--- src/rtl/iterlm_pkg.sv ---
// Shared types and widths for the iterative logarithmic (Mitchell/ILM) 8x8 multiplier.
//   OP_W   : operand width
//   PROD_W : product / accumulator width
//   CNT_W  : term counter width (holds up to 8)
//   state_e: controller states
package iterlm_pkg;

  localparam int unsigned OP_W   = 8;
  localparam int unsigned PROD_W = 16;
  localparam int unsigned CNT_W  = 4;

  typedef enum logic [1:0] {
    StIdle = 2'd0,
    StCalc = 2'd1,
    StDone = 2'd2
  } state_e;

endpackage

--- src/rtl/iterlm_8x8_seq_lod.sv ---
// lod_8: combinational 8-bit leading-one detector.
//   data_i : value to scan
//   k_o    : bit position of the most significant one (0 when data_i is zero)
//   zero_o : data_i is all zeros
module lod_8 (
  input  logic [7:0] data_i,
  output logic [2:0] k_o,
  output logic       zero_o
);

  // Ascending scan: the last one seen is the most significant.
  always_comb begin
    k_o = 3'd0;
    for (int i = 0; i < 8; i++) begin
      if (data_i[i]) begin
        k_o = 3'(i);
      end
    end
  end

  assign zero_o = (data_i == 8'd0);

endmodule

--- src/rtl/iterlm_8x8_seq.sv ---
// iterlm_8x8_seq: sequential iterative logarithmic multiplier, 8-bit unsigned operands.
// One Mitchell term is computed per cycle from the current residues and summed into a 16-bit
// accumulator; at most ITER terms are added, fewer if a residue reaches zero (exact result).
//   clk, rst             : clock (rising edge), asynchronous active-high reset
//   in_valid/in_ready    : operand handshake, in_ready high only when idle
//   in_a, in_b           : unsigned operands, sampled on the accept cycle only
//   out_valid/out_ready  : product handshake, product held until accepted
//   out_p                : approximate product (zero when not valid)
// Optional (macro ITERLM_STATUS_EN):
//   out_iters            : number of terms added (0 for a zero operand)
//   out_exact            : termination by a zero residue/operand, i.e. out_p is exact
module iterlm_8x8_seq
  import iterlm_pkg::*;
#(
  parameter int unsigned ITER = 2
) (
  input  logic              clk,
  input  logic              rst,
  input  logic              in_valid,
  output logic              in_ready,
  input  logic [OP_W-1:0]   in_a,
  input  logic [OP_W-1:0]   in_b,
  output logic              out_valid,
  input  logic              out_ready,
  output logic [PROD_W-1:0] out_p
`ifdef ITERLM_STATUS_EN
  ,
  output logic [CNT_W-1:0]  out_iters,
  output logic [0:0]        out_exact
`endif
);

  state_e              state_q, state_d;
  logic [OP_W-1:0]     a_q, a_d;
  logic [OP_W-1:0]     b_q, b_d;
  logic [PROD_W-1:0]   acc_q, acc_d;
  logic [CNT_W-1:0]    cnt_q, cnt_d;

  logic [2:0]          k1, k2;
  logic                a_zero, b_zero;
  logic [OP_W-1:0]     r1, r2;
  logic [3:0]          k_sum;
  logic [PROD_W-1:0]   term;
  logic [CNT_W-1:0]    cnt_inc;
  logic                res_zero;

  lod_8 u_lod_a (
    .data_i (a_q),
    .k_o    (k1),
    .zero_o (a_zero)
  );

  lod_8 u_lod_b (
    .data_i (b_q),
    .k_o    (k2),
    .zero_o (b_zero)
  );

  // Residues: operands with their leading one stripped.
  assign r1       = a_q ^ (OP_W'(1) << k1);
  assign r2       = b_q ^ (OP_W'(1) << k2);
  assign res_zero = (r1 == '0) || (r2 == '0);

  // Widened so k1+k2 up to 14 does not wrap.
  assign k_sum = {1'b0, k1} + {1'b0, k2};
  assign term  = (PROD_W'(1) << k_sum) + (PROD_W'(r1) << k2) + (PROD_W'(r2) << k1);

  assign cnt_inc = cnt_q + CNT_W'(1);

`ifdef ITERLM_STATUS_EN
  logic exact_q, exact_d;
`endif

  always_comb begin
    state_d = state_q;
    a_d     = a_q;
    b_d     = b_q;
    acc_d   = acc_q;
    cnt_d   = cnt_q;
`ifdef ITERLM_STATUS_EN
    exact_d = exact_q;
`endif
    unique case (state_q)
      StIdle: begin
        if (in_valid) begin
          a_d     = in_a;
          b_d     = in_b;
          acc_d   = '0;
          cnt_d   = '0;
`ifdef ITERLM_STATUS_EN
          exact_d = 1'b0;
`endif
          state_d = StCalc;
        end
      end
      StCalc: begin
        if (a_zero || b_zero) begin
          // Only reachable on the first term: a zero operand gives an exact zero.
`ifdef ITERLM_STATUS_EN
          exact_d = 1'b1;
`endif
          state_d = StDone;
        end else begin
          acc_d = acc_q + term;
          a_d   = r1;
          b_d   = r2;
          cnt_d = cnt_inc;
          if (res_zero) begin
`ifdef ITERLM_STATUS_EN
            exact_d = 1'b1;
`endif
            state_d = StDone;
          end else if (cnt_inc == CNT_W'(ITER)) begin
            state_d = StDone;
          end
        end
      end
      StDone: begin
        if (out_ready) begin
          state_d = StIdle;
        end
      end
      default: state_d = StIdle;
    endcase
  end

  always_ff @(posedge clk or posedge rst) begin
    if (rst) begin
      state_q <= StIdle;
      a_q     <= '0;
      b_q     <= '0;
      acc_q   <= '0;
      cnt_q   <= '0;
    end else begin
      state_q <= state_d;
      a_q     <= a_d;
      b_q     <= b_d;
      acc_q   <= acc_d;
      cnt_q   <= cnt_d;
    end
  end

`ifdef ITERLM_STATUS_EN
  always_ff @(posedge clk or posedge rst) begin
    if (rst) begin
      exact_q <= 1'b0;
    end else begin
      exact_q <= exact_d;
    end
  end
`endif

  assign in_ready  = (state_q == StIdle);
  assign out_valid = (state_q == StDone);
  assign out_p     = out_valid ? acc_q : '0;

`ifdef ITERLM_STATUS_EN
  assign out_iters = out_valid ? cnt_q : '0;
  assign out_exact = out_valid ? exact_q : 1'b0;
`endif

endmodule

--- config.mk ---
export PLATFORM = sky130hd
export DESIGN_NAME = iterlm_8x8_seq
export DESIGN_NICKNAME = d
export VERILOG_FILES = /design/src/rtl/iterlm_pkg.sv /design/src/rtl/iterlm_8x8_seq_lod.sv /design/src/rtl/iterlm_8x8_seq.sv
export SDC_FILE = /design/constraint.sdc
export NUM_CORES = 1
export LEC_CHECK = 0
export CAP_MARGIN = 40
export CELL_PAD_IN_SITES_DETAIL_PLACEMENT = 1
export CELL_PAD_IN_SITES_GLOBAL_PLACEMENT = 2
export CORE_MARGIN = 5
export CORE_UTILIZATION = 35
export CTS_BUF_LIST = sky130_fd_sc_hd__clkbuf_4 sky130_fd_sc_hd__clkbuf_8
export CTS_CLUSTER_DIAMETER = 30
export DETAILED_ROUTE_END_ITERATION = 8
export PLACE_DENSITY = 0.9
export SYNTH_ARGS = -nofsm -noshare
export SYNTH_HDL_FRONTEND = slang
export SYNTH_SLANG_ARGS = --single-unit
--- constraint.sdc ---
create_clock -name clk -period 6.8 [get_ports clk]
set_input_delay 1.36 -clock clk [delete_from_list [all_inputs] [get_ports clk]]
set_output_delay 1.36 -clock clk [all_outputs]
set_load 0.02 [all_outputs]
==> results.yml <==
# implementation run metrics
run_status:
  status: "complete, no violations"
finish:
  fin_nets: 636
  utilization_pct: 40.2
  nFillCells: 1530
  largest_reg_flops: 16
  top_regs: "acc_q: 16 flops, a_q: 8 flops, b_q: 8 flops"
  syn_to_final_growth_pct: 13.6
  lay_top_count: "inv_1"
  final_cell_mix: "inv_1 (59), nand2_1 (47), o21ai_0 (43)"
setup_path:
  path_cells: "nor2_1, nor3_1, nand2b_1, inv_1, fa_1, xnor2_1, nor2_1, nand3_1, fa_1, fa_1, inv_1, ha_1, fa_1, a211oi_1, o21ai_0, a2111oi_0, nor3_1, xnor2_1, o21ai_0"
  required_ns: 7.00
  slowest_delay_ns: 0.63
  cpMostUsedCell: "fa_1"
  cp_num_cells: 19
timing:
  setup_violations: 0
  finalSetupTns_ns: 0
  hold_slack_ns: 0.537
  timing.final.max_slew_violations: 0
synthesis:
  edf_count: 0
  common_cells: "inv_1 (59), nand2_1 (47), o21ai_0 (43)"
  yosysCellCount: 540
  yosys_warnings: 0
  mux_share_pct: 5.08
  ys_top_cells_by_area: "dfrtp_1 (22%), fa_1 (14%), ha_1 (5.7%)"
global_routing:
  antenna_found_initial: 0
  grt_use_total_pct: 18.5
  grt_max_degree: 41
drt:
  detail-route-antenna-nets: 0
  drtIter0Drc: 248
clock_network:
  cts_post_setup_buffers_inserted: 0
  cts_hold_buf: 0
  clock_tree.root_cell: "clkbuf_8"
floorplan:
  die_area_um2: 14900
place:
  placedCellCount: 730
-- layout make-up --
cell class	instances	area share (%)
multi-input cells	417	62.0
flip-flops and latches	38	19.0
repair buffers	43	8.36
inverters	60	4.49
well taps	172	4.29
clock buffers	7	1.80
clock inverters	1	0.0999
-- per-layer routing --
layer  share of wire (%)  wire length, µm  GRT usage, %
met5                   0                0             0
met4                 3.0              395          6.79
met3                 2.6              348          2.86
met2                  47             6190          30.2
met1                  47             6240          24.9
-- worst paths after layout --
check	slack, ns	startpoint	end
max	0.91	a_q[3]	acc_q[15]
min	0.54	acc_q[1]	acc_q[1]
max reg2reg	0.91	a_q[3]	acc_q[15]
min reg2reg	0.54	acc_q[1]	acc_q[1]
max in group asynchronous	4.95	rst	acc_q[12]
min in group asynchronous	1.48	rst	a_q[0]
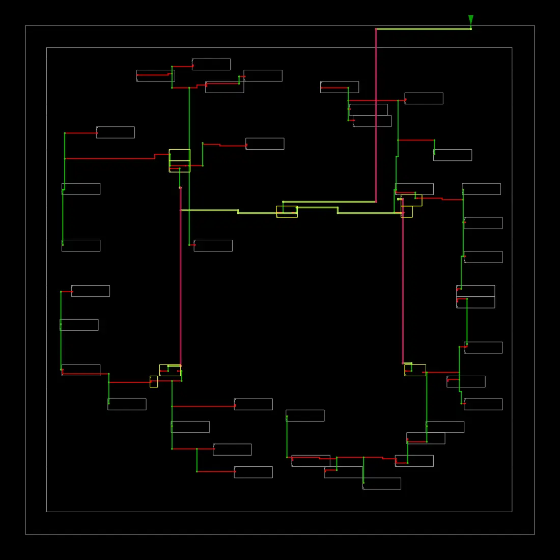
Fig. 1. Clock nets.
CTS Buf Count: 5
CLK BUF: 7
clock skew: 0.0106 ns

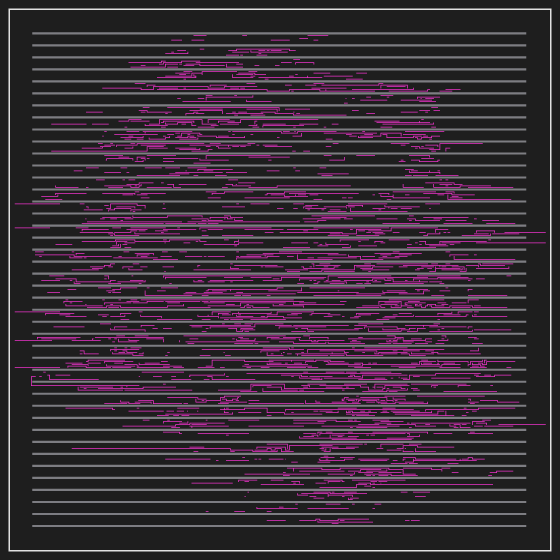
Fig. 2. Metal 1.
Supply wires on this layer in gray.
nets with wire on the layer = 596
main direction = horizontal
wire length on this layer = 6240 µm
longest straight run = 35.9 µm
share of all routed wire = 47%

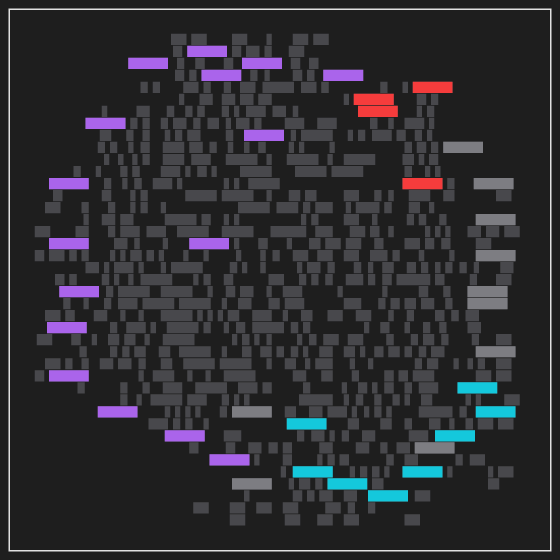
Fig. 3. Where the registers sit.
cyan -> a_q  # sequential cells 8
purple -> acc_q  # sequential cells 16
red -> cnt_q  # sequential cells 4, where upper right
not colored = 10

